==> run_1/flops_by_reg.png <==
Other sequential cells in the stronger grey, the rest of the logic in the fainter grey.
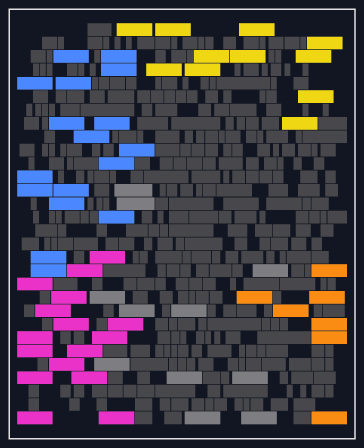
==> run_1/metal_density.png <==
The die is cut into 14 by 17 equal tiles; dark blue is low, red is high, scaled to the fullest tile. Values are wire area over tile area, all layers added.
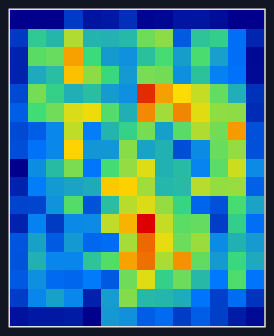
==> run_1/placement_by_type.png <==
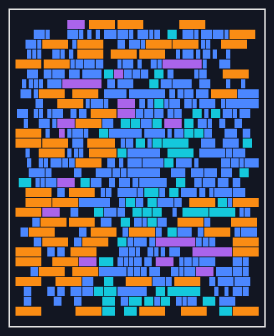
$ cat src/rtl/mole_if.sv
// Game-side bundle for the mole controller: enable/difficulty/buttons in, LEDs and score pulses out.
interface mole_if #(
  parameter int NUM_MOLES = 4
) ();
  logic                 enable;
  logic [1:0]           difficulty_level;
  logic [NUM_MOLES-1:0] hit_btn;
  logic [NUM_MOLES-1:0] mole_leds;
  logic                 hit_pulse;
  logic                 miss_pulse;
  logic                 wrong_pulse;

  modport master (
    output enable, difficulty_level, hit_btn,
    input  mole_leds, hit_pulse, miss_pulse, wrong_pulse
  );

  modport slave (
    input  enable, difficulty_level, hit_btn,
    output mole_leds, hit_pulse, miss_pulse, wrong_pulse
  );
endinterface

$ cat src/rtl/mole_controller.sv
// Whack-a-mole generator and hit judge: LFSR-placed moles, ms-timed gap/window, registered score pulses.
// Optional post-hit all-LED flash is compiled in with `define MOLE_FEEDBACK_EN.
module mole_controller #(
  parameter int NUM_MOLES     = 4,
  parameter int CYCLES_PER_MS = 100000,
  parameter int GAP_MS        = 300,
  parameter int FB_MS         = 200
) (
  input logic   clk,
  input logic   rst,
  mole_if.slave bus
);

  localparam int LW     = $clog2(NUM_MOLES);
  localparam int PW     = (CYCLES_PER_MS > 1) ? $clog2(CYCLES_PER_MS) : 1;
  localparam int MAX_A  = (GAP_MS > 1500) ? GAP_MS : 1500;
  localparam int MAX_MS = (FB_MS > MAX_A) ? FB_MS : MAX_A;
  localparam int MW     = $clog2(MAX_MS + 1);

  typedef enum logic [1:0] {
    S_IDLE,
    S_GAP,
`ifdef MOLE_FEEDBACK_EN
    S_FB,
`endif
    S_UP
  } state_e;

  state_e               state_q, state_d;
  logic [PW-1:0]        psc_q, psc_d;
  logic [MW-1:0]        ms_q, ms_d;
  logic [MW-1:0]        win_q, win_d;
  logic [LW-1:0]        pos_q, pos_d;
  logic [15:0]          lfsr_q, lfsr_d;
  logic [NUM_MOLES-1:0] leds_q, leds_d;
  logic                 hit_q, hit_d;
  logic                 miss_q, miss_d;
  logic                 wrong_q, wrong_d;

  logic                 tick;
  logic                 expire;
  logic [MW-1:0]        dur_ms;
  logic [LW-1:0]        cand;
  logic [LW-1:0]        pick;

  function automatic logic [MW-1:0] window_ms(input logic [1:0] level);
    case (level)
      2'b00:   window_ms = MW'(1500);
      2'b01:   window_ms = MW'(1000);
      2'b10:   window_ms = MW'(700);
      default: window_ms = MW'(500);
    endcase
  endfunction

  // Current state's length in ms; a state of D ms expires on the last prescaler step of ms D-1.
  always_comb begin
    case (state_q)
      S_GAP:   dur_ms = MW'(GAP_MS);
      S_UP:    dur_ms = win_q;
`ifdef MOLE_FEEDBACK_EN
      S_FB:    dur_ms = MW'(FB_MS);
`endif
      default: dur_ms = MW'(1);
    endcase
  end

  assign tick   = (psc_q == PW'(CYCLES_PER_MS - 1));
  assign expire = tick && (ms_q == dur_ms - MW'(1));
  assign lfsr_d = {lfsr_q[0] ^ lfsr_q[2] ^ lfsr_q[3] ^ lfsr_q[5], lfsr_q[15:1]};
  assign cand   = lfsr_q[LW-1:0];
  // NUM_MOLES is a power of two, so the +1 wraps modulo NUM_MOLES by width alone.
  assign pick   = (cand == pos_q) ? cand + LW'(1) : cand;

  // NOTE: every variable gets a default before the case so no path leaves one unassigned (no latches).
  always_comb begin
    state_d = state_q;
    win_d   = win_q;
    pos_d   = pos_q;
    leds_d  = leds_q;
    hit_d   = 1'b0;
    miss_d  = 1'b0;
    wrong_d = 1'b0;

    if (!bus.enable) begin
      state_d = S_IDLE;
      leds_d  = '0;
    end else begin
      case (state_q)
        S_IDLE: begin
          state_d = S_GAP;
          leds_d  = '0;
        end
        S_GAP: begin
          if (expire) begin
            state_d = S_UP;
            win_d   = window_ms(bus.difficulty_level);
            pos_d   = pick;
            leds_d  = NUM_MOLES'(1) << pick;
          end
        end
        S_UP: begin
          if (bus.hit_btn[pos_q]) begin
            hit_d = 1'b1;
`ifdef MOLE_FEEDBACK_EN
            state_d = S_FB;
            leds_d  = '1;
`else
            state_d = S_GAP;
            leds_d  = '0;
`endif
          end else if (expire) begin
            miss_d  = 1'b1;
            state_d = S_GAP;
            leds_d  = '0;
          end else if (|bus.hit_btn) begin
            wrong_d = 1'b1;
          end
        end
`ifdef MOLE_FEEDBACK_EN
        S_FB: begin
          if (expire) begin
            state_d = S_GAP;
            leds_d  = '0;
          end
        end
`endif
        default: begin
          state_d = S_IDLE;
          leds_d  = '0;
        end
      endcase
    end

    if ((state_d != state_q) || (state_q == S_IDLE)) begin
      psc_d = '0;
      ms_d  = '0;
    end else if (tick) begin
      psc_d = '0;
      ms_d  = ms_q + MW'(1);
    end else begin
      psc_d = psc_q + PW'(1);
      ms_d  = ms_q;
    end
  end

  // NOTE: state registers use non-blocking assignments so all of them update from the same pre-edge values.
  always_ff @(posedge clk) begin
    if (rst) begin
      state_q <= S_IDLE;
      psc_q   <= '0;
      ms_q    <= '0;
      win_q   <= '0;
      pos_q   <= '0;
      lfsr_q  <= 16'hACE1;
      leds_q  <= '0;
      hit_q   <= 1'b0;
      miss_q  <= 1'b0;
      wrong_q <= 1'b0;
    end else begin
      state_q <= state_d;
      psc_q   <= psc_d;
      ms_q    <= ms_d;
      win_q   <= win_d;
      pos_q   <= pos_d;
      lfsr_q  <= lfsr_d;
      leds_q  <= leds_d;
      hit_q   <= hit_d;
      miss_q  <= miss_d;
      wrong_q <= wrong_d;
    end
  end

  assign bus.mole_leds   = leds_q;
  assign bus.hit_pulse   = hit_q;
  assign bus.miss_pulse  = miss_q;
  assign bus.wrong_pulse = wrong_q;

endmodule

$ cat src/flat_wrapper.sv
// flat-port wrapper written by rule: the top's interface ports become plain ports
module mole_controller_flat 
#(
  parameter int NUM_MOLES     = 4,
  parameter int CYCLES_PER_MS = 100000,
  parameter int GAP_MS        = 300,
  parameter int FB_MS         = 200
)
  (clk, rst, bus_enable, bus_difficulty_level, bus_hit_btn, bus_mole_leds, bus_hit_pulse, bus_miss_pulse, bus_wrong_pulse);
  mole_if #(.NUM_MOLES(NUM_MOLES)) bus_i ();
  input logic clk;
  input logic rst;
  input wire logic [$bits(bus_i.enable)-1:0] bus_enable;
  input wire logic [$bits(bus_i.difficulty_level)-1:0] bus_difficulty_level;
  input wire logic [$bits(bus_i.hit_btn)-1:0] bus_hit_btn;
  output wire logic [$bits(bus_i.mole_leds)-1:0] bus_mole_leds;
  output wire logic [$bits(bus_i.hit_pulse)-1:0] bus_hit_pulse;
  output wire logic [$bits(bus_i.miss_pulse)-1:0] bus_miss_pulse;
  output wire logic [$bits(bus_i.wrong_pulse)-1:0] bus_wrong_pulse;
  assign bus_i.enable = bus_enable;
  assign bus_i.difficulty_level = bus_difficulty_level;
  assign bus_i.hit_btn = bus_hit_btn;
  assign bus_mole_leds = bus_i.mole_leds;
  assign bus_hit_pulse = bus_i.hit_pulse;
  assign bus_miss_pulse = bus_i.miss_pulse;
  assign bus_wrong_pulse = bus_i.wrong_pulse;
  mole_controller #(.NUM_MOLES(NUM_MOLES), .CYCLES_PER_MS(CYCLES_PER_MS), .GAP_MS(GAP_MS), .FB_MS(FB_MS)) u_core (.clk(clk), .rst(rst), .bus(bus_i));
endmodule
$ cat config.mk
export PLATFORM = sky130hd
export DESIGN_NAME = mole_controller_flat
export DESIGN_NICKNAME = d
export VERILOG_FILES = /design/src/rtl/mole_if.sv /design/src/rtl/mole_controller.sv /design/src/flat_wrapper.sv
export SDC_FILE = /design/constraint.sdc
export NUM_CORES = 1
export LEC_CHECK = 0
export CAP_MARGIN = 25
export CORE_ASPECT_RATIO = 1.25
export CORE_UTILIZATION = 56
export CTS_BUF_LIST = sky130_fd_sc_hd__clkbuf_2 sky130_fd_sc_hd__clkbuf_4 sky130_fd_sc_hd__clkbuf_8
export DETAILED_ROUTE_END_ITERATION = 8
export PLACE_DENSITY_LB_ADDON = 0.08
export SLEW_MARGIN = 40
export SYNTH_ARGS = -nofsm -noshare
export SYNTH_HDL_FRONTEND = slang
export SYNTH_SLANG_ARGS = --single-unit
$ cat constraint.sdc
create_clock -name clk -period 2.7 [get_ports clk]
set_input_delay 0.81 -clock clk [delete_from_list [all_inputs] [get_ports clk]]
set_output_delay 0.81 -clock clk [all_outputs]
set_load 0.1 [all_outputs]
==> results.py, run 1 <==
# Metrics from the implementation run
metrics = {
    "layout": {
        "fin_cells": 480,
        "n_fill_cell": 413,
        "drive_gt1_share_pct": 26.2,
        "n_all_buffers": 54,
        "seq_cell_count": 62,
        "comb_share_pct": 48.5,
        "final_common_cell": "dfxtp_1",
        "area_growth_pct": 28.0,
        "antenna_cells": 0,
    },
    "synth": {
        "top_cell": "dfxtp_1",
        "simple_gate_area_share_pct": 28.1,
        "top_logic_kind": "simple AND/OR/NAND/NOR gates",
        "async_reset_ff_share_pct": 0,
        "synth-adder-area-share_pct": 4.26,
        "edf_count": 0,
        "ys_sh_mux_pct": 2.24,
        "ys_cells": 366,
        "xor_share_pct": 8.67,
        "synth_cell_type_count": 61,
        "yosysTopAreaCell": "dfxtp_1",
        "ys_seq_share_pct": 38.4,
        "yosysWarnings": 0,
    },
    "worst_hold_path": {
        "hp-start": "u_core.lfsr_q[7]$_SDFF_PP1_",
    },
    "timing": {
        "fin_skew_ps": 9.26,
        "layout_min_cycle_time_ps": 2700,
        "rsz0062_at_grt": "yes",
        "fin_crit_sh_pct": 99.9,
        "worst_pin_slew_ps": 640,
        "max_slew_margin_pct": 56.7,
        "setup_slack_ps": 2.86,
        "finalSetupViolCount": 0,
        "hold_violations": 0,
    },
    "global_route": {
        "top_usage_layer": "met2",
        "grt_first_pass_wirelength_mm": 11.5,
        "grt_pass1_vias": 2488,
        "use_met1_pct": 28.3,
        "antenna_found_initial": 0,
    },
    "pwr": {
        "powerDensity_mw_per_mm2": 528,
        "p_total_uw": 2190,
        "pwr-share-seq_pct": 43.1,
        "power.switching_uw": 443,
        "swShare_pct": 20.3,
        "intPower_uw": 1740,
    },
    "floorplan": {
        "die_area_sq_mm": 0.00608,
        "coreArea_sq_mm": 0.00548,
    },
    "setup_path": {
        "r2r_cells": 11,
        "r2r_setup_slack_ps": 3,
        "critPathKind": "reg2reg",
        "critPathLaunchType": "flip-flop",
        "worst-path-stages": 11,
        "path_max_fanout": 6,
        "crit_arrival_ps": 2930,
        "crit_chain": "inv_4 > ha_4 > or3b_4 > o22ai_4 > mux2i_1 > a211oi_2 > buf_4 > and4bb_2 > buf_12 > o21ai_1 > a311oi_1",
        "cp_num_buf_inv": 3,
    },
    "cts": {
        "cts_sinks": 62,
        "hold_buffers": 0,
        "postCtsSetupRepairBufs": 2,
        "path_clk_slew_ps": 60,
        "cts_made_buffers": 9,
        "clockBufferDepth": 2,
        "cts_tree": "done",
        "postCtsResizedCells": 6,
    },
    "status": {
        "outcome": "complete, no violations",
    },
    "placed_design": {
        "place.port_buffers": 15,
        "placedCellCount": 457,
    },
    "routing": {
        "wl_mm": 7.00,
        "wl_per_cell_microns": 14.6,
        "drt_first_pass_iters": 4,
    },
    "job": {
        "cap_violations": 0,
    },
}
About flops_by_reg.png:
Key: yellow = `u_core.ms_q` [placed flops 11]; blue = `u_core.psc_q` [placed flops 17]; magenta = `u_core.lfsr_q` [placed flops 16, where lower left]; orange = `u_core.win_q` [placed flops 7]
Another 11 sequential cells are not coloured.

About metal_density.png:
The mean over all tiles is 0.18. 33% of the tiles are over half the peak. 4.2% of the tiles are nearly empty. The emptiest ninth of the die: lower left. The fullest tile reaches 0.47.

About placement_by_type.png:
Key: blue = combinational and other logic [cells 284, share of their area 50%]; purple = clock drivers and dummy loads [cells 16, share of their area 6.7%]; cyan = remaining buffers and delay cells [cells 54, share of their area 12%]; orange = sequential cells [cells 62, share of their area 31%]

## Run 2: what changed since run 1
- ABC_AREA: default -> 1
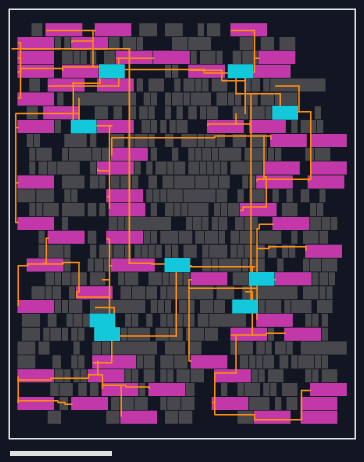
(run_2/clk_routes.png)
The bar under the picture is 20 microns long.
Key: magenta = flip-flops [count 62]; orange = clock wires [length 792 microns]; cyan = clock drivers [count 9]
Position of the flops: spread over the die.

==> run 2 against run 1 <==
  * The run now ends with setup timing left
  * Setup slack worse by 8.9 ps
  * Area after synthesis down 6.6%
  * Sequential cell count unchanged
  * Wire length down 12%
  * Global-route usage down 0.95 points
  * Maximum frequency down 0.33%
  * Combinational power about the same
  * Final area down 6.7%
  * Register-to-register slack about the same
  * Critical path type unchanged
  * Critical endpoint is now u_core.psc_q[12]$_SDFF_PP0_
  * Largest power group unchanged
==> results.py, run 2 <==
# Metrics from the implementation run
metrics = {
    "timing": {
        "layout_min_cycle_time_ps": 2710,
        "finalSetupViolCount": 3,
        "setup_slack_ps": -6.00,
        "worst_pin_slew_ps": 391,
        "fin_crit_sh_pct": 100,
        "fin_skew_ps": 10.7,
        "hold_violations": 0,
        "rsz0062_at_grt": "yes",
        "tns_ps": -7.87,
        "max_slew_margin_pct": 73.7,
        "fin_worst_hold_slack_ps": 407,
    },
    "placed_design": {
        "placedCellCount": 500,
        "gp_congestion": 0.904,
        "place_hpwl_mm": 4.13,
        "place.port_buffers": 15,
        "dpl_worst_slack_ps": -111,
    },
    "routing": {
        "drt_iter0_drc": 116,
        "wl_met1_mm": 2.63,
        "drt_first_pass_iters": 5,
        "wl_per_cell_microns": 11.8,
        "wl_met3_microns": 145,
        "wl_mm": 6.17,
        "routed.top_layer": "met4",
        "vias": 2660,
        "drt-vias-per-instance": 5.07,
    },
    "pwr": {
        "leakagePower_uw": 0.00166,
        "swShare_pct": 22.2,
        "intPower_uw": 1700,
        "pwr-share-seq_pct": 42.8,
        "powerDensity_mw_per_mm2": 567,
        "comb-power_uw": 159,
        "peakVddDrop_mv": 0.520,
        "p_total_uw": 2190,
        "power.switching_uw": 487,
        "sequentialPower_uw": 939,
        "p_comb_share_pct": 7.3,
    },
    "global_route": {
        "grt_pass1_vias": 2435,
        "grt_first_pass_wirelength_mm": 9.87,
        "antenna_found_initial": 0,
        "met3_usage_pct": 6.01,
        "top_usage_layer": "met2",
        "track_usage_pct": 22.8,
        "use_met1_pct": 24.6,
    },
    "cts": {
        "cts_sinks": 62,
        "postCtsResizedCells": 6,
        "hold_buffers": 0,
        "cts_made_buffers": 9,
        "path_clk_slew_ps": 70,
        "clockBufferDepth": 2,
        "postCtsSetupRepairBufs": 2,
        "cts_tree": "done",
        "h-tree-depth": 3,
    },
    "setup_path": {
        "cp_num_buf_inv": 5,
        "r2r_cells": 22,
        "endpoint": "u_core.psc_q[12]$_SDFF_PP0_",
        "crit_chain": "inv_4 > ha_4 > inv_4 > buf_4 > o21ai_0 > nand2_1 > inv_1 > nand2_1 > nor2_1 > nand2_1 > nor2_2 > nand3_4 > nand2_1 > nand2_1 > nand2_1 > nand2_1 > nand2_1 > nand2_2 > nor2_2 > nand2_2 > clkbuf_16 > nor2_1",
        "crit_arrival_ps": 2990,
        "critPathKind": "reg2reg",
        "required_ps": 2980,
        "reg2reg_from": "u_core.state_q[1]$_SDFF_PP0_",
        "startpoint": "u_core.state_q[1]$_SDFF_PP0_",
        "r2r_setup_slack_ps": -6,
        "path_max_fanout": 8,
        "cp_top_family": "simple AND/OR/NAND/NOR gates",
        "worst-path-stages": 22,
        "cpPeakStageDelay_ps": 380,
        "critPathLaunchType": "flip-flop",
        "crit_top_cell": "nand2_1",
    },
    "floorplan": {
        "die_x_microns": 67.7,
        "coreArea_sq_mm": 0.00512,
        "std_cell_rows": 29,
        "fp.dieH_microns": 84.1,
        "fp_util_pct": 59.0,
        "io_pins": 16,
        "die_area_sq_mm": 0.00569,
        "n_tap_cell": 62,
    },
    "synth": {
        "edf_count": 0,
        "top_cell": "nand2_1",
        "synth_cell_type_count": 28,
        "ys_chip_area_sq_mm": 0.00302,
        "syn_area_sq_mm": 0.00302,
        "ys_cells": 414,
        "synth-adder-area-share_pct": 4.56,
        "simple_gate_area_share_pct": 30.7,
        "async_reset_ff_share_pct": 0,
        "synth_nets": 434,
        "yosys.area.top_type_share_pct": 41.1,
        "yosysTopAreaCell": "dfxtp_1",
        "ys_seq_share_pct": 41.1,
        "xor_share_pct": 8.70,
        "ys_sh_mux_pct": 0.331,
        "top_logic_kind": "simple AND/OR/NAND/NOR gates",
        "yosysWarnings": 0,
        "synthTopCellsByArea": "dfxtp_1, nand2_1, nor2_1, inv_1, xor2_1",
    },
    "worst_hold_path": {
        "hp-start": "u_core.lfsr_q[15]$_SDFF_PP1_",
        "min_path_type": "reg2reg",
        "hold_end": "u_core.lfsr_q[14]$_SDFF_PP0_",
        "hold_depth": 2,
    },
    "layout": {
        "regArea_sq_mm": 0.00125,
        "top_register": "u_core.psc_q",
        "reg.largest.list": "u_core.psc_q: 17 flops, u_core.lfsr_q: 16 flops, u_core.ms_q: 11 flops",
        "n_fill_cell": 381,
        "dominant_cells": "combinational gates",
        "area_growth_pct": 27.9,
        "clkbuf_count": 9,
        "comb_share_pct": 43.3,
        "n_all_inverters": 61,
        "antenna_cells": 0,
        "n_all_buffers": 41,
        "seq_cell_count": 62,
        "post-route-util_pct": 75.5,
        "largest_reg_flops": 17,
        "fin_cells": 525,
        "layout_top_cells": "nand2_1, dfxtp_1, inv_1",
        "final_common_cell": "nand2_1",
        "drive_gt1_share_pct": 21.6,
    },
    "status": {
        "outcome": "finished with violations",
        "violations": "setup timing",
    },
    "job": {
        "cap_violations": 0,
        "warnings": 34,
    },
}
Power is estimated from default activity; no workload was simulated.
